--- src/rtl/usb_speed_autodetect_if.sv ---
// usb_speed_autodetect_if
// Bundles the register-block controls, PHY linestate and detection results
// of the USB speed auto-detector. The clock and reset stay plain ports.
//
// Handshake: I_restart is a single-cycle request pulse that is always
// accepted. O_busy is high from the accepting edge until the result edge.
// O_done pulses for exactly one cycle on that result edge; O_speed, O_xcvrsel
// and O_termsel are valid from that edge and hold until the next I_restart.
// A restart while busy abandons the run, and that run never raises O_done.
interface usb_speed_autodetect_if #(
    parameter int pUSB_AUTO_COUNTER_WIDTH = 24
);
    logic                               I_restart;
    logic [pUSB_AUTO_COUNTER_WIDTH-1:0] I_wait1;
    logic [pUSB_AUTO_COUNTER_WIDTH-1:0] I_wait2;
    logic [1:0]                         I_xcvrsel_default;
    logic                               I_termsel_default;
    logic [1:0]                         I_linestate;
    logic [1:0]                         O_speed;
    logic [1:0]                         O_xcvrsel;
    logic                               O_termsel;
    logic                               O_busy;
    logic                               O_done;

    // Detector side
    modport slave (
        input  I_restart,
        input  I_wait1,
        input  I_wait2,
        input  I_xcvrsel_default,
        input  I_termsel_default,
        input  I_linestate,
        output O_speed,
        output O_xcvrsel,
        output O_termsel,
        output O_busy,
        output O_done
    );

    // Register block / PHY side
    modport master (
        output I_restart,
        output I_wait1,
        output I_wait2,
        output I_xcvrsel_default,
        output I_termsel_default,
        output I_linestate,
        input  O_speed,
        input  O_xcvrsel,
        input  O_termsel,
        input  O_busy,
        input  O_done
    );
endinterface

--- src/rtl/usb_speed_autodetect.sv ---
// usb_speed_autodetect
// Passive USB bus-speed detector/sequencer for the PW-USB front end.
// After a restart it drives the default transceiver selects, waits for a
// settled attached bus, then classifies it as LS (idle K), FS (idle J, no
// chirp after bus reset) or HS (chirp K after bus reset) and drives the
// transceiver selects for the detected speed.
//
// Optional feature: define USB_AUTODETECT_DEBUG_EN to add O_dbg_state and
// O_dbg_kmax. Functional behaviour is identical either way.

`ifndef USB_SPEED_AUTO
`define USB_SPEED_AUTO 2'b00
`endif
`ifndef USB_SPEED_LS
`define USB_SPEED_LS 2'b01
`endif
`ifndef USB_SPEED_FS
`define USB_SPEED_FS 2'b10
`endif
`ifndef USB_SPEED_HS
`define USB_SPEED_HS 2'b11
`endif

module usb_speed_autodetect #(
    parameter int pUSB_AUTO_COUNTER_WIDTH = 24,
    parameter int pCHIRP_MIN_CYCLES       = 150
) (
    input  logic fe_clk,
    input  logic reset_i,
    usb_speed_autodetect_if.slave bus
`ifdef USB_AUTODETECT_DEBUG_EN
    ,
    output logic [2:0]  O_dbg_state,
    output logic [15:0] O_dbg_kmax
`endif
);

    localparam int W = pUSB_AUTO_COUNTER_WIDTH;

    localparam logic [1:0] LINE_SE0 = 2'b00;
    localparam logic [1:0] LINE_J   = 2'b01;
    localparam logic [1:0] LINE_K   = 2'b10;

    typedef enum logic [2:0] {
        ST_IDLE       = 3'd0,
        ST_SETTLE     = 3'd1,
        ST_SAMPLE     = 3'd2,
        ST_WAIT_RESET = 3'd3,
        ST_CHIRP      = 3'd4,
        ST_DONE       = 3'd5
    } state_t;

    state_t       state_q, state_d;
    logic [W-1:0] timer_q, timer_d;
    logic [W-1:0] kcnt_q,  kcnt_d;
    logic [1:0]   speed_q, speed_d;
    logic [1:0]   xcvrsel_q, xcvrsel_d;
    logic         termsel_q, termsel_d;
    logic         busy_q, busy_d;
    logic         done_q, done_d;

    logic [W-1:0] wait1_eff;
    logic [W-1:0] wait2_eff;
    logic [W-1:0] timer_inc;
    logic [W-1:0] kcnt_inc;
    logic         line_active;
    logic         line_k;

    // A zero wait is treated as one cycle; counters saturate instead of wrapping.
    always_comb begin
        wait1_eff   = (bus.I_wait1 == '0) ? W'(1) : bus.I_wait1;
        wait2_eff   = (bus.I_wait2 == '0) ? W'(1) : bus.I_wait2;
        timer_inc   = (timer_q == '1) ? timer_q : timer_q + W'(1);
        kcnt_inc    = (kcnt_q  == '1) ? kcnt_q  : kcnt_q  + W'(1);
        line_k      = (bus.I_linestate == LINE_K);
        line_active = (bus.I_linestate == LINE_J) || line_k;
    end

    // Next-state and next-output logic for the detection sequence.
    always_comb begin
        state_d   = state_q;
        timer_d   = timer_q;
        kcnt_d    = kcnt_q;
        speed_d   = speed_q;
        xcvrsel_d = xcvrsel_q;
        termsel_d = termsel_q;
        busy_d    = busy_q;
        done_d    = 1'b0;

        if (bus.I_restart) begin
            // Restart always wins, even mid-run; the aborted run produces no done.
            state_d   = ST_SETTLE;
            timer_d   = '0;
            kcnt_d    = '0;
            speed_d   = `USB_SPEED_AUTO;
            xcvrsel_d = bus.I_xcvrsel_default;
            termsel_d = bus.I_termsel_default;
            busy_d    = 1'b1;
        end else begin
            case (state_q)
                ST_IDLE: begin
                end

                ST_SETTLE: begin
                    // Any SE0/SE1 means the bus is not yet stable: start over.
                    if (line_active) begin
                        timer_d = timer_inc;
                        if (timer_inc >= wait1_eff) begin
                            state_d = ST_SAMPLE;
                        end
                    end else begin
                        timer_d = '0;
                    end
                end

                ST_SAMPLE: begin
                    if (line_k) begin
                        state_d   = ST_DONE;
                        speed_d   = `USB_SPEED_LS;
                        xcvrsel_d = 2'b10;
                        termsel_d = 1'b1;
                        busy_d    = 1'b0;
                        done_d    = 1'b1;
                    end else if (bus.I_linestate == LINE_J) begin
                        state_d = ST_WAIT_RESET;
                    end else begin
                        state_d = ST_SETTLE;
                        timer_d = '0;
                    end
                end

                ST_WAIT_RESET: begin
                    // Full-speed-capable device: wait for the host's bus reset.
                    if (bus.I_linestate == LINE_SE0) begin
                        state_d = ST_CHIRP;
                        timer_d = '0;
                        kcnt_d  = '0;
                    end
                end

                ST_CHIRP: begin
                    timer_d = timer_inc;
                    kcnt_d  = line_k ? kcnt_inc : '0;
                    // A qualifying K run takes priority over window expiry.
                    if (line_k && (kcnt_inc >= W'(pCHIRP_MIN_CYCLES))) begin
                        state_d   = ST_DONE;
                        speed_d   = `USB_SPEED_HS;
                        xcvrsel_d = 2'b00;
                        termsel_d = 1'b0;
                        busy_d    = 1'b0;
                        done_d    = 1'b1;
                    end else if (timer_inc >= wait2_eff) begin
                        state_d   = ST_DONE;
                        speed_d   = `USB_SPEED_FS;
                        xcvrsel_d = 2'b01;
                        termsel_d = 1'b1;
                        busy_d    = 1'b0;
                        done_d    = 1'b1;
                    end
                end

                ST_DONE: begin
                    state_d = ST_IDLE;
                end

                default: begin
                    state_d = ST_IDLE;
                end
            endcase
        end
    end

    // State, counters and registered outputs.
    always_ff @(posedge fe_clk or posedge reset_i) begin
        if (reset_i) begin
            state_q   <= ST_IDLE;
            timer_q   <= '0;
            kcnt_q    <= '0;
            speed_q   <= `USB_SPEED_AUTO;
            xcvrsel_q <= 2'b01;
            termsel_q <= 1'b1;
            busy_q    <= 1'b0;
            done_q    <= 1'b0;
        end else begin
            state_q   <= state_d;
            timer_q   <= timer_d;
            kcnt_q    <= kcnt_d;
            speed_q   <= speed_d;
            xcvrsel_q <= xcvrsel_d;
            termsel_q <= termsel_d;
            busy_q    <= busy_d;
            done_q    <= done_d;
        end
    end

    assign bus.O_speed   = speed_q;
    assign bus.O_xcvrsel = xcvrsel_q;
    assign bus.O_termsel = termsel_q;
    assign bus.O_busy    = busy_q;
    assign bus.O_done    = done_q;

`ifdef USB_AUTODETECT_DEBUG_EN
    logic [15:0] kmax_q, kmax_d;
    logic [31:0] kcnt_wide;
    logic [15:0] krun_16;

    // Longest K run of the current/last chirp window, saturating at 16 bits.
    always_comb begin
        kcnt_wide = 32'(kcnt_inc);
        krun_16   = (kcnt_wide > 32'h0000_FFFF) ? 16'hFFFF : kcnt_wide[15:0];
        kmax_d    = kmax_q;
        if (bus.I_restart) begin
            kmax_d = '0;
        end else if ((state_q == ST_CHIRP) && line_k && (krun_16 > kmax_q)) begin
            kmax_d = krun_16;
        end
    end

    // Debug K-run register.
    always_ff @(posedge fe_clk or posedge reset_i) begin
        if (reset_i) begin
            kmax_q <= '0;
        end else begin
            kmax_q <= kmax_d;
        end
    end

    assign O_dbg_state = state_q;
    assign O_dbg_kmax  = kmax_q;
`endif

endmodule

--- src/flat_wrapper.sv ---
// flat-port wrapper written by rule: the top's interface ports become plain ports
module usb_speed_autodetect_flat 
#(
    parameter int pUSB_AUTO_COUNTER_WIDTH = 24,
    parameter int pCHIRP_MIN_CYCLES       = 150
)
  (fe_clk, reset_i, bus_I_restart, bus_I_wait1, bus_I_wait2, bus_I_xcvrsel_default, bus_I_termsel_default, bus_I_linestate, bus_O_speed, bus_O_xcvrsel, bus_O_termsel, bus_O_busy, bus_O_done);
  usb_speed_autodetect_if #(.pUSB_AUTO_COUNTER_WIDTH(pUSB_AUTO_COUNTER_WIDTH)) bus_i ();
  input  logic fe_clk;
  input  logic reset_i;
  input wire logic [$bits(bus_i.I_restart)-1:0] bus_I_restart;
  input wire logic [$bits(bus_i.I_wait1)-1:0] bus_I_wait1;
  input wire logic [$bits(bus_i.I_wait2)-1:0] bus_I_wait2;
  input wire logic [$bits(bus_i.I_xcvrsel_default)-1:0] bus_I_xcvrsel_default;
  input wire logic [$bits(bus_i.I_termsel_default)-1:0] bus_I_termsel_default;
  input wire logic [$bits(bus_i.I_linestate)-1:0] bus_I_linestate;
  output wire logic [$bits(bus_i.O_speed)-1:0] bus_O_speed;
  output wire logic [$bits(bus_i.O_xcvrsel)-1:0] bus_O_xcvrsel;
  output wire logic [$bits(bus_i.O_termsel)-1:0] bus_O_termsel;
  output wire logic [$bits(bus_i.O_busy)-1:0] bus_O_busy;
  output wire logic [$bits(bus_i.O_done)-1:0] bus_O_done;
  assign bus_i.I_restart = bus_I_restart;
  assign bus_i.I_wait1 = bus_I_wait1;
  assign bus_i.I_wait2 = bus_I_wait2;
  assign bus_i.I_xcvrsel_default = bus_I_xcvrsel_default;
  assign bus_i.I_termsel_default = bus_I_termsel_default;
  assign bus_i.I_linestate = bus_I_linestate;
  assign bus_O_speed = bus_i.O_speed;
  assign bus_O_xcvrsel = bus_i.O_xcvrsel;
  assign bus_O_termsel = bus_i.O_termsel;
  assign bus_O_busy = bus_i.O_busy;
  assign bus_O_done = bus_i.O_done;
  usb_speed_autodetect #(.pUSB_AUTO_COUNTER_WIDTH(pUSB_AUTO_COUNTER_WIDTH), .pCHIRP_MIN_CYCLES(pCHIRP_MIN_CYCLES)) u_core (.fe_clk(fe_clk), .reset_i(reset_i), .bus(bus_i));
endmodule
--- config.mk ---
export PLATFORM = sky130hd
export DESIGN_NAME = usb_speed_autodetect_flat
export DESIGN_NICKNAME = d
export VERILOG_FILES = /design/src/rtl/usb_speed_autodetect_if.sv /design/src/rtl/usb_speed_autodetect.sv /design/src/flat_wrapper.sv
export SDC_FILE = /design/constraint.sdc
export NUM_CORES = 1
export LEC_CHECK = 0
export CAP_MARGIN = 20
export CORE_MARGIN = 10
export CORE_UTILIZATION = 62
export CTS_CLUSTER_SIZE = 40
export DETAILED_ROUTE_END_ITERATION = 7
export PLACE_DENSITY = 0.88
export REMOVE_ABC_BUFFERS = 1
export SLEW_MARGIN = 20
export SYNTH_ARGS = -nofsm -noshare
export SYNTH_HDL_FRONTEND = slang
export SYNTH_SLANG_ARGS = --single-unit
--- constraint.sdc ---
create_clock -name fe_clk -period 12.6 [get_ports fe_clk]
set_clock_uncertainty 0.1 [all_clocks]
set_input_delay 2.52 -clock fe_clk [delete_from_list [all_inputs] [get_ports fe_clk]]
set_output_delay 2.52 -clock fe_clk [all_outputs]
set_load 0.005 [all_outputs]
Run 1, M2 wires:
Cells faint in the background.
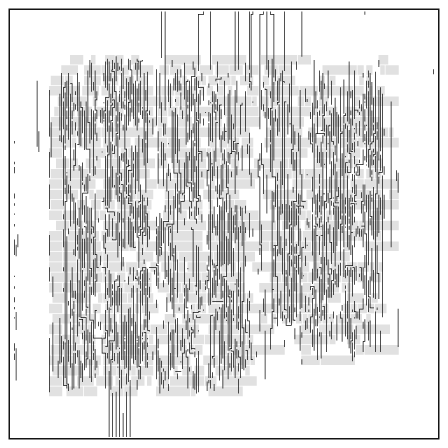
nets with wire on the layer: 694
main direction: vertical
longest straight run: 54.6 um
share of all routed wire: 49%

Run 1, cells by drive strength:
Bar = 20 um.
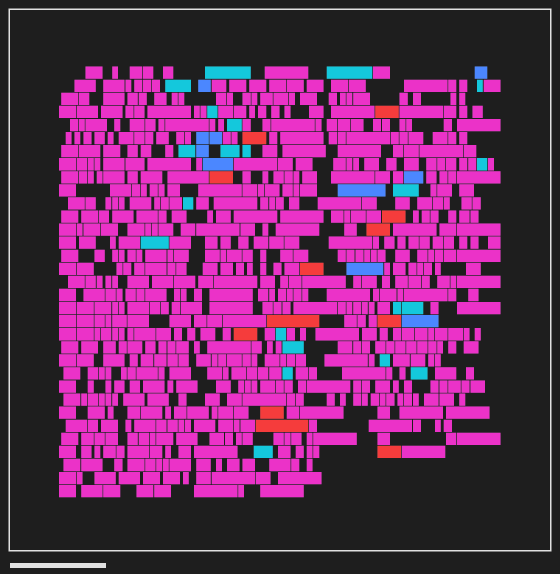
| colour | size | cells | share | most used |
|---|---|---|---|---|
| magenta | _0 and _1 cells | 663 | 94% | clkdlybuf4s50_1 |
| blue | _3 and _4 cells | 10 | 1.4% | buf_4 |
| cyan | _2 cells | 21 | 3.0% | or2_2 |
| red | _6 and larger | 12 | 1.7% | clkbuf_8 |
post-route worst setup slack: 6.87 ns
synthesis-to-finish area growth: 16.7%
Buffers excl. clock: 66

Run 1, metal 4:
Bar = 20 um. Cells faint in the background.
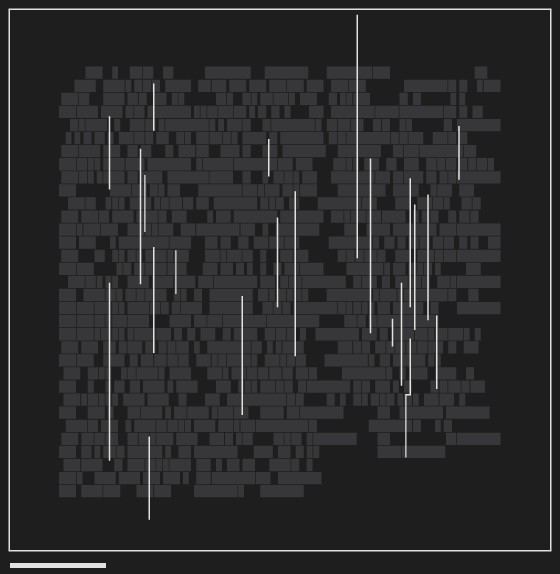
share of all routed wire: 3.3%
main direction: vertical
longest straight run: 50.3 um
nets with wire on the layer: 19
final WL: 14500 um
DR vias: 5272

Run 1, the clock network:
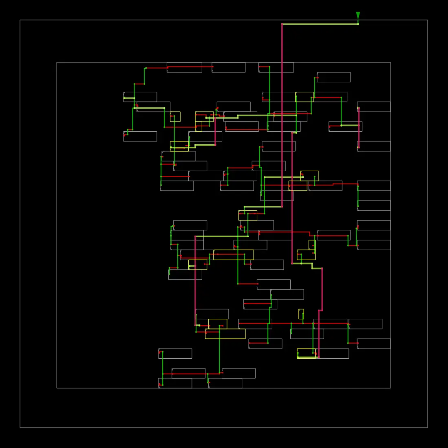
Clock net power: 194 uW
sink count of the clock tree: 58
count of clock-net buffers in the final layout: 11
insertion delay to the later sink of the worst-skew pair: 0.36 ns

==> results.sh, run 1 <==
# implementation run metrics
export IMPL_outcome="finished clean"
export IMPL_most_common_cell="dfrtp_1"
export IMPL_synth_adder_area_share=0.118
export IMPL_critical_path_slowest_cell="nor4_1"
export IMPL_gr_usage_met1=0.273
export IMPL_antenna_found_initial=0
export IMPL_placementRows=33
export IMPL_firstDrtPassIters=5
export IMPL_setup_tns_ns=0
export IMPL_enable_flop_cells=0
export IMPL_initial_core_util=0.640
export IMPL_yosys_area_mm2=0.00529
export IMPL_die_h_um=112
export IMPL_yosysSeqAreaShare=0.275
export IMPL_netlist_top_cells_area="dfrtp_1, ha_1, o21ai_0"
export IMPL_met2_length_um=7040
export IMPL_report_final_hold_viol_count=0
export IMPL_cts_hold_buffers=0
export IMPL_drcViolationCount=0
export IMPL_final_max_slew_viol_count=0
export IMPL_ctsResizeCount=0
export IMPL_ys_dominant_reg_cell="dfrtp_1"
export IMPL_internal_power_uw=366
export IMPL_post_synth_top_area_cell="dfrtp_1"
export IMPL_avgSynthCellArea_um2=8.06
export IMPL_yosysCellCount=656
export IMPL_seq_power_share=0.391
export IMPL_yosys_area_share_simple=0.238
export IMPL_globalRouteTotalUtil=0.228
export IMPL_crit_path_max_incr_delay_ns=0.51
export IMPL_post_route_period_util=0.454
export IMPL_hpwl_um=11100
export IMPL_worst_setup_path_end_kind="register"
export IMPL_detail_route_wl_per_cell_um=17.9
export IMPL_yosysUniqueCellTypes=68
export IMPL_finish_utilization=0.747
export IMPL_place_gp_congestion=0.933
export IMPL_grt_remaining_overflow=0
export IMPL_post_synth_instance_area_mm2=0.00529
export IMPL_clock_root_buffer="clkbuf_8"
export IMPL_min_delay_path_class="reg2reg"
export IMPL_pg_seq_uw=206
export IMPL_cts_buffers=9
export IMPL_critical_path_top_delay_family="AND-OR/OR-AND gates"
export IMPL_crit_chain="clkdlybuf4s50_1 -> nor4_1 -> nand4_1 -> o21bai_1 -> ha_1 -> nand2b_1 -> a211oi_1 -> o211ai_1 -> nor3_1 -> o311ai_0 -> o2111ai_1 -> a31oi_1 -> nor3b_1 -> a211oi_1"
export IMPL_vias_in_the_first_global_route=5326
export IMPL_overall_power_uw=526
export IMPL_mux_share=0.00994
export IMPL_critPathKind="in2reg"
export IMPL_netSwitchingPower_uw=160
export IMPL_mostFrequentLayoutCells="clkdlybuf4s50_1, dfrtp_1, nand2_1"
export IMPL_largest_family_of_logic_cells_by_area="AND-OR/OR-AND gates"
export IMPL_critPathBufInv=1
export IMPL_final_layout_size_suffix_gt1_frac=0.0609
export IMPL_power_frac_comb=0.240
export IMPL_post_synth_most_frequent_cells="dfrtp_1, inv_1, nand2_1"
export IMPL_cts_setup_buffers=0
export IMPL_route_top_layer_used="met4"
export IMPL_synth_async_reset_ratio=1.00
export IMPL_cp_data_required_time_ns=12.73
export IMPL_vias_per_cell=6.50
export IMPL_antenna_cells=0
export IMPL_crit_path_start_kind="input port"
export IMPL_most_frequent_logic_cell_in_the_layout="clkdlybuf4s50_1"
export IMPL_worst_ep_arrival_time_ns=5.85
export IMPL_clockPowerShare=0.369
export IMPL_finalSetupViolations=0
export IMPL_route_layer_met1_wl_um=6060
export IMPL_biggestRegsByFlops="u_core.kcnt_q x24, u_core.timer_q x24, u_core.state_q x3"
export IMPL_vdd_ir_drop_max_mv=0.0510
export IMPL_synthCells=656
export IMPL_combinationalPower_uw=126
export IMPL_die_size_x_um=112
export IMPL_placed_area_mm2=0.00595
export IMPL_top_power_group="registers"
export IMPL_synth_cellmix_xorXnorShare=0.0542
export IMPL_fmax_mhz=175
export IMPL_grt_setup_unrepaired="no"
export IMPL_dp_cells=795
export IMPL_use_met3=0.0469
export IMPL_groute_layer_met2_usage=0.373
export IMPL_wire_length_of_the_first_global_routing_pass_um=24700
export IMPL_clk_transition_reported_paths_ns=0.07
export IMPL_drv_max_cap_violation_count=0
export IMPL_clock_tree_htree_level_count=3
export IMPL_critPathMaxFanout=3
export IMPL_crit_path_frequent_cell="a211oi_1"
export IMPL_leakage_uw=0.00283
export IMPL_synthAoiAreaFrac=0.242
export IMPL_synth_ff_latch_count=58
export IMPL_warnings=27
export IMPL_number_of_buffers_on_the_longest_clock_path=2
export IMPL_power_density_mw_per_mm2=85.3
export IMPL_yosysTopAreaCellShare=0.265
export IMPL_placeableCoreArea_mm2=0.00826
export IMPL_boundaryPins=63
export IMPL_synth_warning_count=0
export IMPL_met3WireLength_um=897
export IMPL_hold_ws_ns=0.382
export IMPL_antenna_violating_nets_post_route=0
export IMPL_drt_iter0_drc=474
export IMPL_final_period_minus_worst_setup_slack_ns=5.73
export IMPL_total_non_filler_cell_area_in_the_finished_layout_mm2=0.00617
export IMPL_worst_slew_margin_rel=0.285
export IMPL_swShare=0.304
export IMPL_buffer_ports_inserted=62
export IMPL_cts_tree="done"
export IMPL_final_instance_count_excl_fill=811
export IMPL_measured_slew_at_the_worst_slew_check_pin_ns=1.07
export IMPL_fp_dieArea_mm2=0.0126
export IMPL_preCtsSetupSlack_ns=6.56
export IMPL_highest_utilization_routing_layer_at_the_global_route_stage="met2"
export IMPL_grt_start_max_net_pins=59
export IMPL_layout_nets=806
-- run 1: final timing paths --
kind | slack, ns | from | cells after the start | endpoint
max | 6.87 | bus_I_wait1[0] | 14 | u_core.state_q[0]
min | 0.38 | u_core.bus.O_termsel | 1 | u_core.bus.O_termsel
max reg2reg | 7.68 | u_core.timer_q[18] | 17 | u_core.state_q[0]
min reg2reg | 0.38 | u_core.bus.O_termsel | 1 | u_core.bus.O_termsel
max in group asynchronous | 9.31 | reset_i | 3 | u_core.timer_q[2]
min in group asynchronous | 2.60 | reset_i | 3 | u_core.kcnt_q[22]
-- run 1: layout make-up --
class | instances | area (um2)
clock buffer | 11 | 141
inverter | 54 | 203
tap | 105 | 131
timing repair buffer | 66 | 651
fill | 621 | 2090
multi-input combinational | 512 | 3510
sequential | 58 | 1450
clock inverter | 5 | 77.6
==> inputs of run 2 (changes only) <==
- CORE_UTILIZATION: 62 -> 58
- PLACE_DENSITY: 0.88 -> 0.83
- clock period: 12.6 -> 5.7 ns (I/O delays scaled with it)
Run 2, M2 wires:
Cells faint in the background.
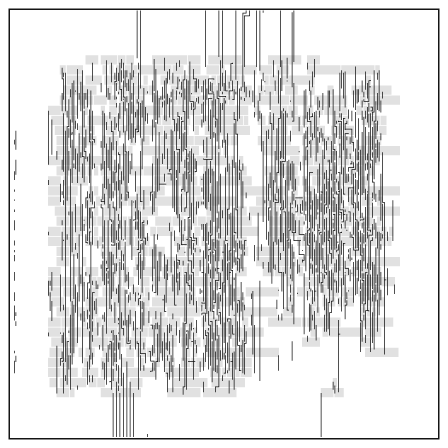
final WL: 14400 um
Global Route met2 Usage: 0.371
DR vias: 5249

Run 2, metal 4:
Bar = 20 um. Cells faint in the background.
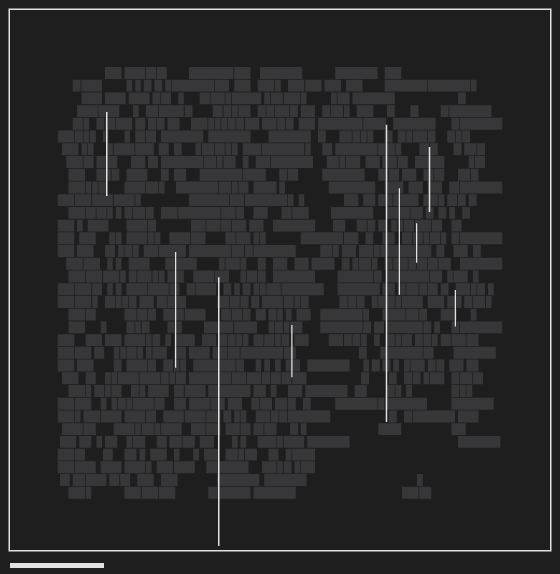

==> results.sh, run 2 <==
# implementation run metrics
export IMPL_globalRouteTotalUtil=0.221
export IMPL_top_power_group="registers"
export IMPL_vias_in_the_first_global_route=5110
export IMPL_mostFrequentLayoutCells="clkdlybuf4s50_1, dfrtp_1, nand2_1"
export IMPL_synth_cellmix_xorXnorShare=0.0542
export IMPL_post_route_period_util=0.848
export IMPL_wire_length_of_the_first_global_routing_pass_um=24400
export IMPL_warnings=27
export IMPL_synth_adder_area_share=0.118
export IMPL_clk_share=0.0304
export IMPL_cts_tree="done"
export IMPL_netSwitchingPower_uw=352
export IMPL_gr_usage_met1=0.274
export IMPL_clock_root_buffer="clkbuf_8"
export IMPL_yosysSeqAreaShare=0.275
export IMPL_die_h_um=115
export IMPL_critPathKind="reg2reg"
export IMPL_measured_slew_at_the_worst_slew_check_pin_ns=1.09
export IMPL_pg_seq_uw=453
export IMPL_mux_share=0.00994
export IMPL_enable_flop_cells=0
export IMPL_buffer_ports_inserted=62
export IMPL_worst_slew_margin_rel=0.273
export IMPL_yosys_area_mm2=0.00529
export IMPL_antenna_found_initial=0
export IMPL_largest_family_of_logic_cells_by_area="AND-OR/OR-AND gates"
export IMPL_worstSetupEndpoint="u_core.bus.O_speed[0]"
export IMPL_well_tap_count=108
export IMPL_report_final_hold_viol_count=0
export IMPL_detail_route_wl_per_cell_um=17.7
export IMPL_worstHoldPathCells=1
export IMPL_numClockSinks=58
export IMPL_count_of_clock_net_buffers_in_the_final_layout=11
export IMPL_placementRows=34
export IMPL_grt_start_max_net_pins=59
export IMPL_synthCells=656
export IMPL_firstDrtPassIters=8
export IMPL_layout_area_top_class="combinational gates"
export IMPL_final_instance_count_excl_fill=814
export IMPL_regArea_mm2=0.00145
export IMPL_area_delta_synth_final_pct=16.1
export IMPL_post_synth_instance_area_mm2=0.00529
export IMPL_highest_utilization_routing_layer_at_the_global_route_stage="met2"
export IMPL_min_delay_path_class="reg2reg"
export IMPL_seq_power_share=0.411
export IMPL_combinationalPower_uw=276
export IMPL_number_of_buffers_on_the_longest_clock_path=2
export IMPL_grt_setup_unrepaired="no"
export IMPL_avgSynthCellArea_um2=8.06
export IMPL_fp_dieArea_mm2=0.0133
export IMPL_crit_path_start_kind="register"
export IMPL_use_met3=0.0548
export IMPL_met2_length_um=7110
export IMPL_place_gp_congestion=0.950
export IMPL_boundaryPins=63
export IMPL_finalSetupViolations=0
export IMPL_dp_cells=798
export IMPL_biggestRegsByFlops="u_core.kcnt_q x24, u_core.timer_q x24, u_core.state_q x3"
export IMPL_clockPowerShare=0.340
export IMPL_seq_cell_count=58
export IMPL_cp_data_required_time_ns=5.88
export IMPL_yosysCellCount=656
export IMPL_reg2regPathDepth=16
export IMPL_final_layout_size_suffix_gt1_frac=0.0595
export IMPL_internal_power_uw=752
export IMPL_drcViolationCount=0
export IMPL_netlist_top_cells_area="dfrtp_1, ha_1, o21ai_0"
export IMPL_synth_ff_latch_count=58
export IMPL_route_top_layer_used="met4"
export IMPL_setup_tns_ns=0
export IMPL_critical_path_slowest_cell="or4_1"
export IMPL_clock_tree_htree_level_count=3
export IMPL_ctsResizeCount=0
export IMPL_post_synth_top_area_cell="dfrtp_1"
export IMPL_nNonClkInverters=54
export IMPL_num_nonclk_buffers=66
export IMPL_final_period_minus_worst_setup_slack_ns=4.83
export IMPL_leakage_uw=0.00281
export IMPL_antenna_cells=0
export IMPL_outcome="finished clean"
export IMPL_met3WireLength_um=1080
export IMPL_crit_chain="nand4_1 -> or4_1 -> o31ai_2 -> or3_1 -> nor2_1 -> and3_1 -> xor2_1 -> ha_1 -> a21oi_1 -> nor3b_1 -> o21ai_0 -> nand2_1 -> a211oi_1 -> nand2_1 -> mux2_2 -> a21oi_1"
export IMPL_regToRegEndpoint="u_core.bus.O_speed[0]"
export IMPL_fmax_mhz=207
export IMPL_swShare=0.319
export IMPL_timing_hold_worst_endpoint="u_core.bus.O_termsel"
export IMPL_clock_latency_late_pin_ns=0.35
export IMPL_worst_ep_arrival_time_ns=5.01
export IMPL_buf_share=0.106
export IMPL_layout_nets=806
export IMPL_logic_share_of_the_area=0.572
export IMPL_crit_path_max_incr_delay_ns=0.61
==> run 2: cell counts after synthesis <==
No cell type changed its count.
==> run 2: critical path, delay by kind of cell (launching register included) <==
family / cells / cell delay (ns)
AND-OR/OR-AND: 5 / 1.63
XOR/XNOR: 1 / 0.27
adder cells (fa/ha/maj): 1 / 0.30
flip-flops: 1 / 0.48
multiplexers: 1 / 0.29
AND/OR/NAND/NOR: 8 / 1.69
==> run 2: stage by stage <==
step / hold slack [ns] / area, um2 / setup slack [ns] / total power, uW
finish: 0.384 / 6140 / 0.869 / 1100
global placement: 0.362 / 5950 / 1.16 / 723
global route: 0.397 / 6140 / 0.476 / 1170
floorplan: 0.372 / 5150 / 1.71 / 615
detailed placement: 0.375 / 5950 / 0.970 / 733
CTS: 0.388 / 6140 / 0.928 / 1100
==> inputs of run 3 (changes only) <==
- clock period: 5.7 -> 4.65 ns (I/O delays scaled with it)
Run 3, wiring by layer:
Two of the layers only.
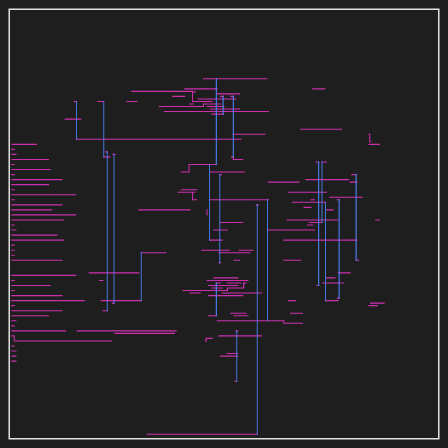
| colour | layer | wire length |
|---|---|---|
| magenta | metal 3 | 1000 um |
| blue | metal 4 | 452 um |

Run 3, metal 4:
Bar = 20 um. Cells faint in the background.
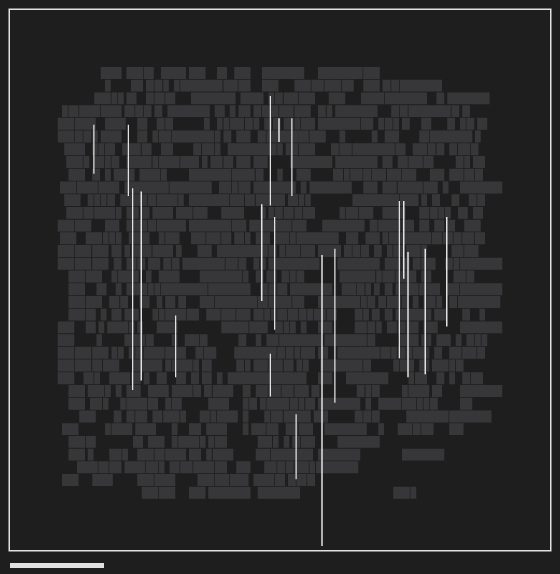
nets with wire on the layer: 17
main direction: vertical
share of all routed wire: 3.0%
final WL: 15000 um
DR vias: 5320

==> results.sh, run 3 <==
# implementation run metrics
export IMPL_drcViolationCount=0
export IMPL_place_gp_congestion=0.922
export IMPL_netSwitchingPower_uw=445
export IMPL_post_synth_top_area_cell="dfrtp_1"
export IMPL_layout_area_comb_mm2=0.00358
export IMPL_area_delta_synth_final_pct=19.1
export IMPL_vdd_ir_drop_max_mv=0.158
export IMPL_clk_transition_reported_paths_ns=0.07
export IMPL_placeableCoreArea_mm2=0.00881
export IMPL_drv_max_cap_violation_count=0
export IMPL_swShare=0.306
export IMPL_finalSetupViolations=0
export IMPL_ys_dominant_reg_cell="dfrtp_1"
export IMPL_setup_tns_ns=0
export IMPL_clockPowerShare=0.381
export IMPL_worstHoldPathCells=1
export IMPL_synthCells=656
export IMPL_leakage_uw=0.00288
export IMPL_antenna_found_initial=0
export IMPL_die_h_um=115
export IMPL_avgSynthCellArea_um2=8.06
export IMPL_highest_utilization_routing_layer_at_the_global_route_stage="met2"
export IMPL_crit_chain="nand4_1 -> or4_4 -> nor2_1 -> nand3_1 -> nand4_1 -> nor2_1 -> xor2_1 -> ha_1 -> and3_1 -> o211ai_1 -> o211ai_1 -> nor3_1 -> o311ai_1 -> o2111ai_1 -> a31oi_2 -> a21oi_1 -> nor4_1"
export IMPL_number_of_buffers_on_the_longest_clock_path=2
export IMPL_post_route_period_util=0.947
export IMPL_min_delay_path_class="reg2reg"
export IMPL_antenna_violating_nets_post_route=0
export IMPL_dp_cells=802
export IMPL_fmax_mhz=227
export IMPL_most_frequent_logic_cell_in_the_layout="clkdlybuf4s50_1"
export IMPL_crit_path_max_incr_delay_ns=0.58
export IMPL_clock_latency_late_pin_ns=0.35
export IMPL_met3WireLength_um=1000
export IMPL_post_synth_instance_area_mm2=0.00529
export IMPL_initial_core_util=0.600
export IMPL_finish_utilization=0.715
export IMPL_cts_hold_buffers=0
export IMPL_reg2regPathDepth=17
export IMPL_route_layer_met1_wl_um=6280
export IMPL_gr_usage_met1=0.268
export IMPL_drt_iter0_drc=563
export IMPL_layout_filler_cells=656
export IMPL_netlist_top_cells_area="dfrtp_1, ha_1, o21ai_0"
export IMPL_worst_ep_arrival_time_ns=4.55
export IMPL_final_max_slew_viol_count=0
export IMPL_wire_length_of_the_first_global_routing_pass_um=25000
export IMPL_worstSetupEndpoint="u_core.state_q[1]"
export IMPL_report_final_hold_viol_count=0
export IMPL_cp_data_required_time_ns=4.80
export IMPL_cts_setup_buffers=0
export IMPL_clock_root_buffer="clkbuf_8"
export IMPL_preCtsSetupSlack_ns=0.0209
export IMPL_most_common_cell="dfrtp_1"
export IMPL_r2r_start="u_core.timer_q[15]"
export IMPL_post_synth_most_frequent_cells="dfrtp_1, inv_1, nand2_1"
export IMPL_overall_power_uw=1460
export IMPL_boundaryPins=63
export IMPL_worst_slew_margin_rel=0.314
export IMPL_yosysSeqAreaShare=0.275
export IMPL_setup_worst_path_start="u_core.timer_q[15]"
export IMPL_hpwl_um=11400
export IMPL_grt_start_max_net_pins=48
export IMPL_yosysCellCount=656
export IMPL_numClockSinks=58
export IMPL_yosysUniqueCellTypes=68
export IMPL_regToRegEndpoint="u_core.state_q[1]"
export IMPL_globalRouteTotalUtil=0.228
export IMPL_buffer_ports_inserted=62
export IMPL_final_period_minus_worst_setup_slack_ns=4.40
export IMPL_critical_path_top_delay_family="simple AND/OR/NAND/NOR gates"
export IMPL_yosys_area_mm2=0.00529
export IMPL_layout_setup_ws_ns=0.246
export IMPL_synth_warning_count=0
export IMPL_clock_tree_htree_level_count=3
export IMPL_biggestRegsByFlops="u_core.kcnt_q x24, u_core.timer_q x24, u_core.state_q x3"
export IMPL_power_frac_comb=0.237
export IMPL_vias_per_cell=6.50
export IMPL_measured_slew_at_the_worst_slew_check_pin_ns=1.03
export IMPL_placementRows=34
export IMPL_ff2ff_setup_slack_ns=0.25
export IMPL_total_non_filler_cell_area_in_the_finished_layout_mm2=0.00629
export IMPL_synth_async_reset_ratio=1.00
export IMPL_crit_cells=17
export IMPL_power_density_mw_per_mm2=232
export IMPL_worst_setup_path_end_kind="register"
export IMPL_cts_buffers=9
export IMPL_yosysTopAreaCellShare=0.265
export IMPL_seq_power_share=0.382
export IMPL_detail_route_wl_per_cell_um=18.3
export IMPL_groute_layer_met2_usage=0.388
export IMPL_fp_dieArea_mm2=0.0133
export IMPL_die_size_x_um=115
export IMPL_layout_nets=811
export IMPL_hold_path_startpoint="u_core.bus.O_termsel"
export IMPL_cts_tree="done"
export IMPL_regArea_mm2=0.00145
export IMPL_hold_ws_ns=0.392
export IMPL_critPathKind="reg2reg"
export IMPL_critPathMaxFanout=7
export IMPL_critical_path_slowest_cell="or4_4"
export IMPL_route_top_layer_used="met4"
export IMPL_internal_power_uw=1010
export IMPL_met2_length_um=7240
export IMPL_warnings=27
export IMPL_grt_remaining_overflow=0
export IMPL_mostFrequentLayoutCells="clkdlybuf4s50_1, dfrtp_1, nand2_1"
export IMPL_timing_hold_worst_endpoint="u_core.bus.O_termsel"
export IMPL_final_instance_count_excl_fill=819
export IMPL_crit_path_start_kind="register"
export IMPL_critPathBufInv=0
export IMPL_final_layout_size_suffix_gt1_frac=0.0774
export IMPL_placed_area_mm2=0.00598
export IMPL_antenna_cells=0
export IMPL_synth_ff_latch_count=58
export IMPL_firstDrtPassIters=5
export IMPL_ctsResizeCount=1
export IMPL_use_met3=0.0553
export IMPL_enable_flop_cells=0
export IMPL_outcome="finished clean"
export IMPL_vias_in_the_first_global_route=5377
run 3: cell type report:
class                           count  area share
Inverter                           54      0.0322
Clock inverter                      4      0.0119
Multi-Input combinational cell    512       0.569
Clock buffer                       12      0.0247
Tap cell                          108      0.0215
Sequential cell                    58       0.231
Timing Repair Buffer               71       0.109
run 3: cells by family after synthesis:
kind of cell / count (synthesis) / share of synthesized area
AOI/OAI and AO/OA: 190 / 0.242
xor gates and xnor gates: 31 / 0.0542
adders and majority gates: 50 / 0.118
buffers and inverters: 86 / 0.0630
DFF: 58 / 0.275
muxes: 5 / 0.00994
and+or+nand+nor: 236 / 0.238
run 3: power by group through the flow:
stage	combinational, uW	clock [uW]	sequential [uW]
floorplan	197	0	557
global placement	323	0	563
detailed placement	333	0	565
CTS	335	557	555
global route	379	582	561
finish	346	555	556
No activity file was given, so power comes from the tool's default toggle rates.
